## config.mk

```make
export PLATFORM = sky130hd
export DESIGN_NAME = alu_sequencer
export DESIGN_NICKNAME = d
export VERILOG_FILES = /design/src/rtl/alu_seq_pkg.sv /design/src/rtl/mc_regfile.sv /design/src/rtl/alu_sequencer.sv
export SDC_FILE = /design/constraint.sdc
export NUM_CORES = 1
export LEC_CHECK = 0
export ABC_AREA = 1
export CORE_MARGIN = 2
export CORE_UTILIZATION = 50
export CTS_BUF_LIST = sky130_fd_sc_hd__clkbuf_16
export DETAILED_ROUTE_END_ITERATION = 7
export PLACE_DENSITY = 0.74
export SLEW_MARGIN = 40
export SYNTH_ARGS = -nofsm -noshare
export SYNTH_HDL_FRONTEND = slang
export SYNTH_HIERARCHICAL = 1
export SYNTH_SLANG_ARGS = --single-unit
```

## constraint.sdc

```tcl
create_clock -name clk -period 5 [get_ports clk]
set_input_delay 1 -clock clk [delete_from_list [all_inputs] [get_ports clk]]
set_output_delay 1 -clock clk [all_outputs]
set_load 0.02 [all_outputs]
```

## src/rtl/alu_seq_pkg.sv

```systemverilog
// alu_seq_pkg: shared state encoding, instruction field positions and defaults for alu_sequencer
package alu_seq_pkg;
    typedef enum logic [2:0] {IDLE, LOAD_A, LOAD_B, LATCH, WB} state_e;
    localparam logic KIND_ALU = 1'b0;
    localparam logic KIND_LDI = 1'b1;
    localparam int KIND_BIT = 15;
    localparam int OP_MSB = 14;
    localparam int OP_LSB = 12;
    localparam int DST_MSB = 11;
    localparam int DST_LSB = 10;
    localparam int SRC0_MSB = 9;
    localparam int SRC0_LSB = 8;
    localparam int SRC1_MSB = 7;
    localparam int SRC1_LSB = 6;
    localparam int IMM_MSB = 7;
    localparam int IMM_LSB = 0;
    localparam int DATA_W_DEF = 16;
endpackage

```

## src/rtl/mc_regfile.sv

```systemverilog
// mc_regfile: 4-entry register file, one sync write port, three comb read ports, async active-low clear
// Ports: clk, rst (async active-low), we/waddr/wdata (write), raddr0..2 -> rdata0..2 (combinational reads)
module mc_regfile #(
    parameter int DATA_W = 16
) (
    input  logic              clk,
    input  logic              rst,
    input  logic              we,
    input  logic [1:0]        waddr,
    input  logic [DATA_W-1:0] wdata,
    input  logic [1:0]        raddr0,
    input  logic [1:0]        raddr1,
    input  logic [1:0]        raddr2,
    output logic [DATA_W-1:0] rdata0,
    output logic [DATA_W-1:0] rdata1,
    output logic [DATA_W-1:0] rdata2
);
    logic [DATA_W-1:0] regs_q [4];
    always_ff @(posedge clk or negedge rst) begin
        if (!rst) begin
            for (int i = 0; i < 4; i++) regs_q[i] <= '0;
        end else if (we) begin
            regs_q[waddr] <= wdata;
        end
    end
    assign rdata0 = regs_q[raddr0];
    assign rdata1 = regs_q[raddr1];
    assign rdata2 = regs_q[raddr2];
endmodule

```

## src/rtl/alu_sequencer.sv

```systemverilog
// alu_sequencer: drives the ALU datapath strobes/bus for one instruction at a time and owns the register file
// Ports: clk, rst (async active-low); instr/instr_valid/instr_ready handshake; done pulse;
//        bus_out/bus_in datapath bus; alu_in0/alu_in1/alu_out_latch/alu_out_en strobes; op_control opcode;
//        rd_sel/rd_data combinational debug read
module alu_sequencer
    import alu_seq_pkg::*;
#(
    parameter int DATA_W = DATA_W_DEF
) (
    input  logic              clk,
    input  logic              rst,
    input  logic [15:0]       instr,
    input  logic              instr_valid,
    output logic              instr_ready,
    output logic              done,
    output logic [DATA_W-1:0] bus_out,
    input  logic [DATA_W-1:0] bus_in,
    output logic              alu_in0,
    output logic              alu_in1,
    output logic              alu_out_latch,
    output logic              alu_out_en,
    output logic [2:0]        op_control,
    input  logic [1:0]        rd_sel,
    output logic [DATA_W-1:0] rd_data
);
    state_e            state_q, state_d;
    logic [2:0]        op_q, op_d;
    logic [1:0]        dst_q, dst_d, src0_q, src0_d, src1_q, src1_d;
    logic              done_q, done_d;
    logic [3:0]        strobe_q, strobe_d;
    logic              acc_alu, acc_ldi, we;
    logic [1:0]        waddr;
    logic [DATA_W-1:0] wdata, r_src0, r_src1;

    assign instr_ready = state_q == IDLE;

    always_comb begin
        acc_alu  = instr_valid && instr_ready && instr[KIND_BIT] == KIND_ALU;
        acc_ldi  = instr_valid && instr_ready && instr[KIND_BIT] == KIND_LDI;
        state_d  = acc_alu ? LOAD_A :
                   state_q == LOAD_A ? LOAD_B :
                   state_q == LOAD_B ? LATCH :
                   state_q == LATCH ? WB : IDLE;
        op_d     = acc_alu ? instr[OP_MSB:OP_LSB] : op_q;
        dst_d    = acc_alu ? instr[DST_MSB:DST_LSB] : dst_q;
        src0_d   = acc_alu ? instr[SRC0_MSB:SRC0_LSB] : src0_q;
        src1_d   = acc_alu ? instr[SRC1_MSB:SRC1_LSB] : src1_q;
        // LDI writes at its accept edge; ALU results are written at the WB edge
        we       = acc_ldi || state_q == WB;
        waddr    = acc_ldi ? instr[DST_MSB:DST_LSB] : dst_q;
        wdata    = acc_ldi ? DATA_W'(instr[IMM_MSB:IMM_LSB]) : bus_in;
        done_d   = we;
        // strobes are decoded from the next state so they are flops, cleared directly by reset
        strobe_d = {state_d == LOAD_A, state_d == LOAD_B, state_d == LATCH, state_d == WB};
        bus_out  = state_q == LOAD_A ? r_src0 : state_q == LOAD_B ? r_src1 : '0;
    end

    always_ff @(posedge clk or negedge rst) begin
        if (!rst) begin
            state_q  <= IDLE;
            op_q     <= '0;
            dst_q    <= '0;
            src0_q   <= '0;
            src1_q   <= '0;
            done_q   <= 1'b0;
            strobe_q <= '0;
        end else begin
            state_q  <= state_d;
            op_q     <= op_d;
            dst_q    <= dst_d;
            src0_q   <= src0_d;
            src1_q   <= src1_d;
            done_q   <= done_d;
            strobe_q <= strobe_d;
        end
    end

    assign {alu_in0, alu_in1, alu_out_latch, alu_out_en} = strobe_q;
    assign op_control = op_q;
    assign done       = done_q;

    mc_regfile #(.DATA_W(DATA_W)) u_rf (
        .clk   (clk),
        .rst   (rst),
        .we    (we),
        .waddr (waddr),
        .wdata (wdata),
        .raddr0(src0_q),
        .raddr1(src1_q),
        .raddr2(rd_sel),
        .rdata0(r_src0),
        .rdata1(r_src1),
        .rdata2(rd_data)
    );
endmodule
```

==> run_1/class_map.png <==
(3 px per um) Fill, decap, tap and diode cells in gray.
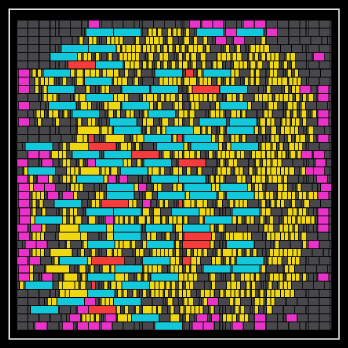
Magenta shows remaining buffers and delay cells, cells 85, share of their area 13%. Red shows clock drivers and dummy loads, cells 16, share of their area 4.5%. Cyan shows registers, cells 81, share of their area 32%. Yellow shows remaining logic cells, cells 747, share of their area 51%.

==> run_1/m2.png <==
(4 px per um)
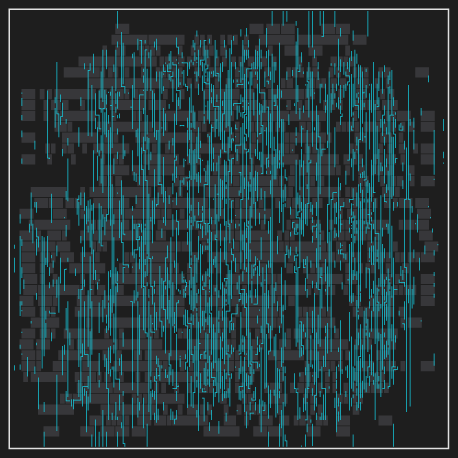
659 nets have wire on it. The layer carries 7,010 um of wire. The longest straight run is 69.0 um. The layer holds 43% of the routed length.

==> run_1/clock_nets.png <==
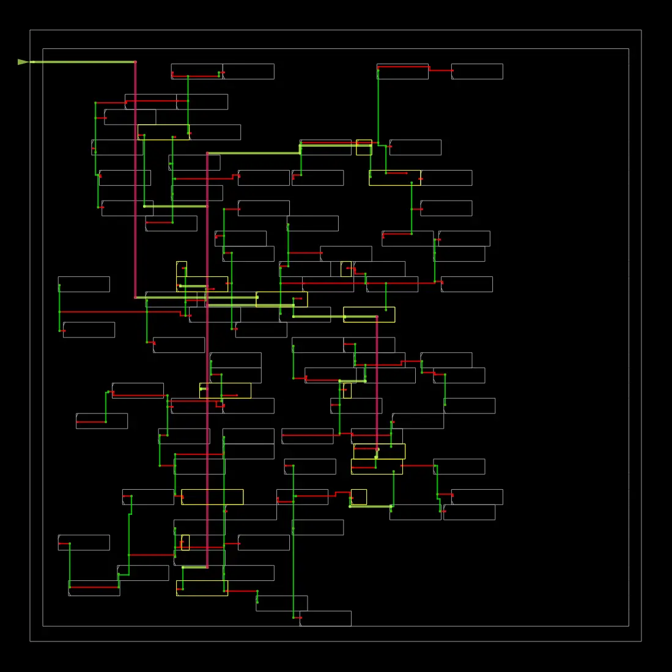
Clock Skew: 0.00381 ns
Late-Pin Clk Latency: 0.34 ns
Flops: 81
clkbuf count: 9

==> run_1/clock_wires.png <==
(4 px per um)
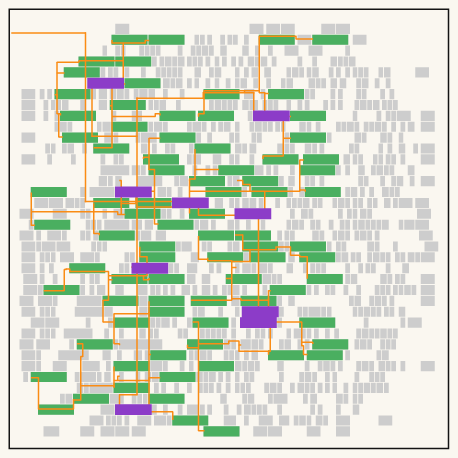
Purple shows clock-net drivers, count 9. Orange shows clock wires, length 994 um. Green shows flip-flops, count 81.
There are 10 routed clock nets.
P_clk: 0.643 mW
Clock Power Share: 0.146

==> impl_metrics.py, run 1 <==
# Auto-generated metrics
metrics = {
    "cts": {
        "cts_resized": 0,
        "cts-root-buf": "clkbuf_16",
        "cts_buffer_depth": 2,
        "cts_buffers": 9,
        "htreeDepth": 3,
        "cts_hold_buf": 0,
        "tritoncts": "yes",
    },
    "placed_design": {
        "io_buffers": 77,
        "hpwl_um": 10700,
        "gp_congestion": 0.884,
    },
    "cells_and_area": {
        "nNetsFinal": 961,
        "area.growth.synth_to_final_pct": 18.0,
        "drive_gt1_frac": 0.0581,
        "n_antenna_cell": 0,
        "fin_util": 0.605,
        "fillers": 1058,
    },
    "power": {
        "leakage_nw": 3.72,
        "power.density_nw_per_um2": 672,
        "switching_share": 0.498,
        "pg_seq_mw": 1.14,
        "p_int_mw": 2.21,
        "p_seq_frac": 0.260,
        "maxPowerGroup": "combinational logic",
        "pg_comb_mw": 2.62,
    },
    "synthesis": {
        "syn-num-nets": 917,
        "synth.avg_cell_area_sq_um": 6.32,
        "synthTopLogicFamily": "simple AND/OR/NAND/NOR gates",
        "synth_flops": 81,
        "yosysCellCount": 880,
        "area_leaders": "dfrtp_1 (36%), nand2_1 (32%), nand3_1 (10%), inv_1 (6.4%), nand4_1 (3.6%)",
        "ys_sh_xor": 0,
        "syn-cell-area_sq_um": 5560,
        "synthCells": 880,
        "yosys.area.top_type": "dfrtp_1",
        "synth.distinct_cells": 24,
        "synth_seq_share": 0.365,
        "yosys-stat-area_sq_um": 5560,
        "yosys_warnings": 6,
    },
    "drt": {
        "vias_per_cell": 5.38,
        "wl_um": 16200,
        "wl_met3_um": 1500,
        "vias": 5746,
        "met2_length_um": 7010,
        "highest_layer": "met4",
        "ant_nets": 0,
        "m1WireLength_um": 7420,
    },
    "timing": {
        "tightestPinTransition_ns": 0.784,
        "tns_ns": 0,
        "grt_setup_unrepaired": "no",
        "setup_violations": 0,
        "relSlewSlack": 0.476,
        "min_period_ns": 3.73,
        "fin_crit_sh": 0.746,
        "timing_hold_violations_final": 0,
    },
    "floorplanning": {
        "coreArea_sq_um": 10800,
        "ios": 78,
        "fp.dieW_um": 109,
        "dieHeight_um": 109,
    },
    "job": {
        "warnings": 26,
    },
    "grt": {
        "met1_usage": 0.437,
        "use_met2": 0.417,
        "antenna_found_initial": 0,
        "grt_overflow_total": 0,
        "grt_start_max_net_pins": 82,
        "grt_pass1_vias": 5076,
    },
    "worst_setup_path": {
        "cp.arrival_ns": 2.73,
        "regToRegStartpoint": "state_q[2]$_DFF_PN0_",
        "critical-path-top-delay-family": "buffers and inverters",
        "cp-end-kind": "output port",
        "path_class": "in -> out",
        "r2r_end": "u_rf/regs_q[25]$_DFFE_PN0P_",
        "endpoint": "rd_data[4]",
        "critPathLaunch": "rd_sel[1]",
        "path_depth": 5,
        "rrSetupSlack_ns": 2.50,
    },
    "status": {
        "status": "complete, no violations",
    },
}
-- run 1: worst register-to-register path: stages, from the launching register on --
cell	delay [ns]
dfrtp_1	0.44
nor2_4	0.21
nand4_4	0.31
nand2_1	0.17
nand2_2	0.35
inv_2	0.44
nand3_4	0.27
nand2_1	0.14
nand2_1	0.05
-- run 1: cell type report --
| cell class | instances | area, sq um | area share |
|---|---|---|---|
| multi-input combinational | 645 | 2850 | 0.435 |
| sequential | 81 | 2030 | 0.309 |
| timing repair buffer | 85 | 832 | 0.127 |
| inverter | 102 | 385 | 0.0587 |
| clock buffer | 9 | 225 | 0.0343 |
| tap | 140 | 175 | 0.0267 |
| clock inverter | 7 | 62.6 | 0.00954 |
-- run 1: through the flow --
stage / hold slack (ns) / setup WS, ns / instance area [sq um] / cells
after floorplan: 0.442 / 2.29 / 5560 / 880
after global placement: 0.454 / 1.06 / 6270 / 1053
after detailed placement: 0.458 / 1.28 / 6270 / 1053
after CTS: 0.473 / 1.27 / 6560 / 1069
after global routing: 0.487 / 1.14 / 6560 / 1069
final: 0.473 / 1.27 / 6560 / 1069
-- run 1: Yosys cell counts, drive strengths merged --
| cell type | count |
|---|---|
| nor2 | 5 |
| clkbuf | 8 |
| buf | 44 |
| o21ai | 17 |
| nand3 | 117 |
| inv | 102 |
| nand4 | 34 |
| nor3 | 2 |
| nand2 | 470 |
| dfrtp | 81 |
-- run 1: cell families (layout without fill, tap and decap cells) --
| kind of cell | after synthesis | after routing |
|---|---|---|
| AND-OR/OR-AND | 17 | 17 |
| AND/OR/NAND/NOR | 628 | 628 |
| flip-flops | 81 | 81 |
| buffers and inverters | 154 | 203 |
-- run 1: flip-flops by register name, indices dropped and copies added (netlist names) --
register and count:
done 1, op_control 3, state_q 3, strobe_q 4, src1_q 2, src0_q 2, u_rf/regs_q 64, dst_q 2
-- run 1: how the worst min path moves through the flow --
stage                                start                          end  slack (ns)  depth (start not counted)
6_report       u_rf/regs_q[24]$_DFFE_PN0P_  u_rf/regs_q[24]$_DFFE_PN0P_        0.47                          2
5_1_grt        u_rf/regs_q[46]$_DFFE_PN0P_  u_rf/regs_q[46]$_DFFE_PN0P_        0.49                          2
4_1_cts        u_rf/regs_q[61]$_DFFE_PN0P_  u_rf/regs_q[61]$_DFFE_PN0P_        0.47                          2
3_5_place_dp   u_rf/regs_q[62]$_DFFE_PN0P_  u_rf/regs_q[62]$_DFFE_PN0P_        0.46                          2
3_3_place_gp   u_rf/regs_q[51]$_DFFE_PN0P_  u_rf/regs_q[51]$_DFFE_PN0P_        0.45                          2
2_1_floorplan  u_rf/regs_q[16]$_DFFE_PN0P_  u_rf/regs_q[16]$_DFFE_PN0P_        0.44                          2
-- run 1: cells in the final DEF, fill, tap and decap left out, drive strengths merged --
| master | count |
|---|---|
| nand2 | 470 |
| buf | 9 |
| dfrtp | 81 |
| clkdlybuf4s50 | 76 |
| clkinvlp | 2 |
| nand3 | 117 |
| nor2 | 5 |
| bufinv | 1 |
| o21ai | 17 |
| nor3 | 2 |
| clkinv | 3 |
| nand4 | 34 |
| inv | 103 |
| clkbuf | 9 |
==> run_1/port_trees.png <==
(3 px per um)
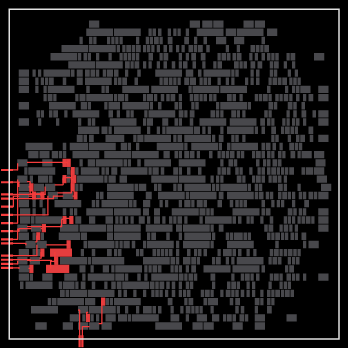

==> run 2, diff against run 1 <==
Settings changed: PLACE_DENSITY 0.74 to 0.77.
Clock period 5 ns to 3.07 ns, I/O delays scaled along.
==> run_2/port_trees.png <==
(3 px per um)
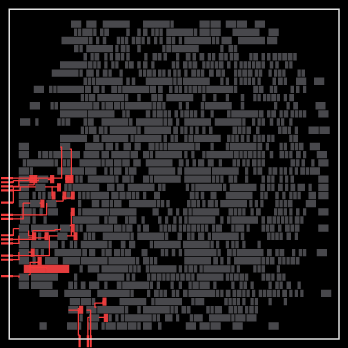
Red shows instr, bits 16, direction input, edge 13 left, 3 bottom, end cells 22, buffers 16, wire 252 um.
I/O Pins: 78
input/output buffers: 77

==> run 2 against run 1 <==
Wire length up 3.0%. First-iteration DRC count is 6.1% lower. Clock power grew about 90%. Via count increased by 1.3%. Worst hold slack got worse by 0.20 ns. Die area is the same. Sequential share of layout area fell by 0.93 points. Final cell count is 1.8% higher. Critical path depth rose by 2.
==> impl_metrics.py, run 2 <==
# Auto-generated metrics
metrics = {
    "power": {
        "p_int_mw": 3.88,
        "p_seq_frac": 0.250,
    },
    "synthesis": {
        "synth_seq_share": 0.365,
        "synth_flops": 81,
        "synth.distinct_cells": 24,
        "syn-num-nets": 917,
        "syn-cell-area_sq_um": 5560,
        "area_leaders": "dfrtp_1 (36%), nand2_1 (32%), nand3_1 (10%), inv_1 (6.4%), nand4_1 (3.6%)",
        "yosys-stat-area_sq_um": 5560,
        "edf_count": 0,
        "flop_cell": "dfrtp_1",
        "synth.most_common_cell": "nand2_1",
    },
    "placed_design": {
        "place_area_sq_um": 6410,
        "hpwl_um": 10900,
        "gp_congestion": 0.881,
    },
    "grt": {
        "grt_start_max_net_pins": 44,
        "grt_pass1_vias": 5303,
        "antenna_found_initial": 0,
        "grt_overflow_total": 0,
    },
    "timing": {
        "grt_setup_unrepaired": "no",
        "fin_crit_sh": 0.951,
        "setup_violations": 0,
        "timing_hold_violations_final": 0,
        "relSlewSlack": 0.612,
        "min_period_ns": 2.92,
    },
    "worst_setup_path": {
        "cp.arrival_ns": 2.30,
        "cp-end-kind": "output port",
        "path_class": "in -> out",
        "rrSetupSlack_ns": 0.91,
    },
    "cells_and_area": {
        "fillers": 991,
        "top_register": "u_rf/regs_q",
        "drive_gt1_frac": 0.0728,
        "mostFrequentLayoutCells": "nand2_1 (467), nand3_1 (113), inv_1 (96)",
        "area.growth.synth_to_final_pct": 21.7,
        "fin_util": 0.624,
        "nNetsFinal": 980,
        "fin_area_sq_um": 6760,
        "n_antenna_cell": 0,
    },
    "status": {
        "status": "complete, no violations",
    },
    "cts": {
        "htreeDepth": 3,
        "cts_buffers": 9,
        "cts_hold_buf": 0,
    },
    "floorplanning": {
        "coreArea_sq_um": 10800,
    },
    "job": {
        "warnings": 26,
    },
}
[run 2: how the worst max path moves through the flow]
stage | startpoint | endpoint | slack, ns | depth (start not counted)
2_1_floorplan | rd_sel[1] | rd_data[10] | 1.13 | 5
3_3_place_gp | rd_sel[0] | rd_data[12] | 0.17 | 7
3_5_place_dp | rd_sel[0] | rd_data[12] | 0.17 | 7
4_1_cts | rd_sel[0] | rd_data[9] | 0.16 | 7
5_1_grt | rd_sel[0] | rd_data[13] | 0.05 | 7
6_report | rd_sel[0] | rd_data[13] | 0.15 | 7
[run 2: final cells by class]
| cell class | count | area [sq um] | share of cell area |
|---|---|---|---|
| tap | 140 | 175 | 0.0259 |
| timing repair buffer | 104 | 991 | 0.147 |
| inverter | 102 | 385 | 0.0570 |
| clock inverter | 7 | 110 | 0.0163 |
| multi-input combinational | 645 | 2850 | 0.421 |
| clock buffer | 9 | 225 | 0.0333 |
| sequential | 81 | 2030 | 0.300 |
[run 2: layer usage]
layer	wire length (um)	vias up	GRT usage
met5	0	-	0
met4	232	0	0.102
met3	1820	26	0.0563
met2	7370	342	0.448
met1	7300	2601	0.431
li1	-	2854	-
[run 2: metrics by stage]
step	instances	hold slack (ns)	setup WS (ns)	power, mW
after floorplan	880	0.318	1.13	4.81
final	1088	0.274	0.152	7.51
after detailed placement	1071	0.458	0.166	6.18
after CTS	1087	0.289	0.161	7.43
after global routing	1088	0.320	0.0503	8.10
after global placement	1071	0.454	0.175	6.12
[run 2: power groups by stage]
stage	Combinational (mW)	Clock [mW]	Sequential, mW
3_5_place_dp	4.31	0	1.87
2_1_floorplan	2.99	0	1.82
5_1_grt	4.92	1.26	1.92
3_3_place_gp	4.26	0	1.86
4_1_cts	4.35	1.22	1.86
6_report	4.42	1.22	1.88
[run 2: logic make-up after synthesis]
family / count (synthesis) / share of synthesized area
AOI/OAI and AO/OA: 17 / 0.0194
and+or+nand+nor: 628 / 0.491
buffers and inverters: 154 / 0.124
DFF: 81 / 0.365
Power and IR drop assume default switching activity.
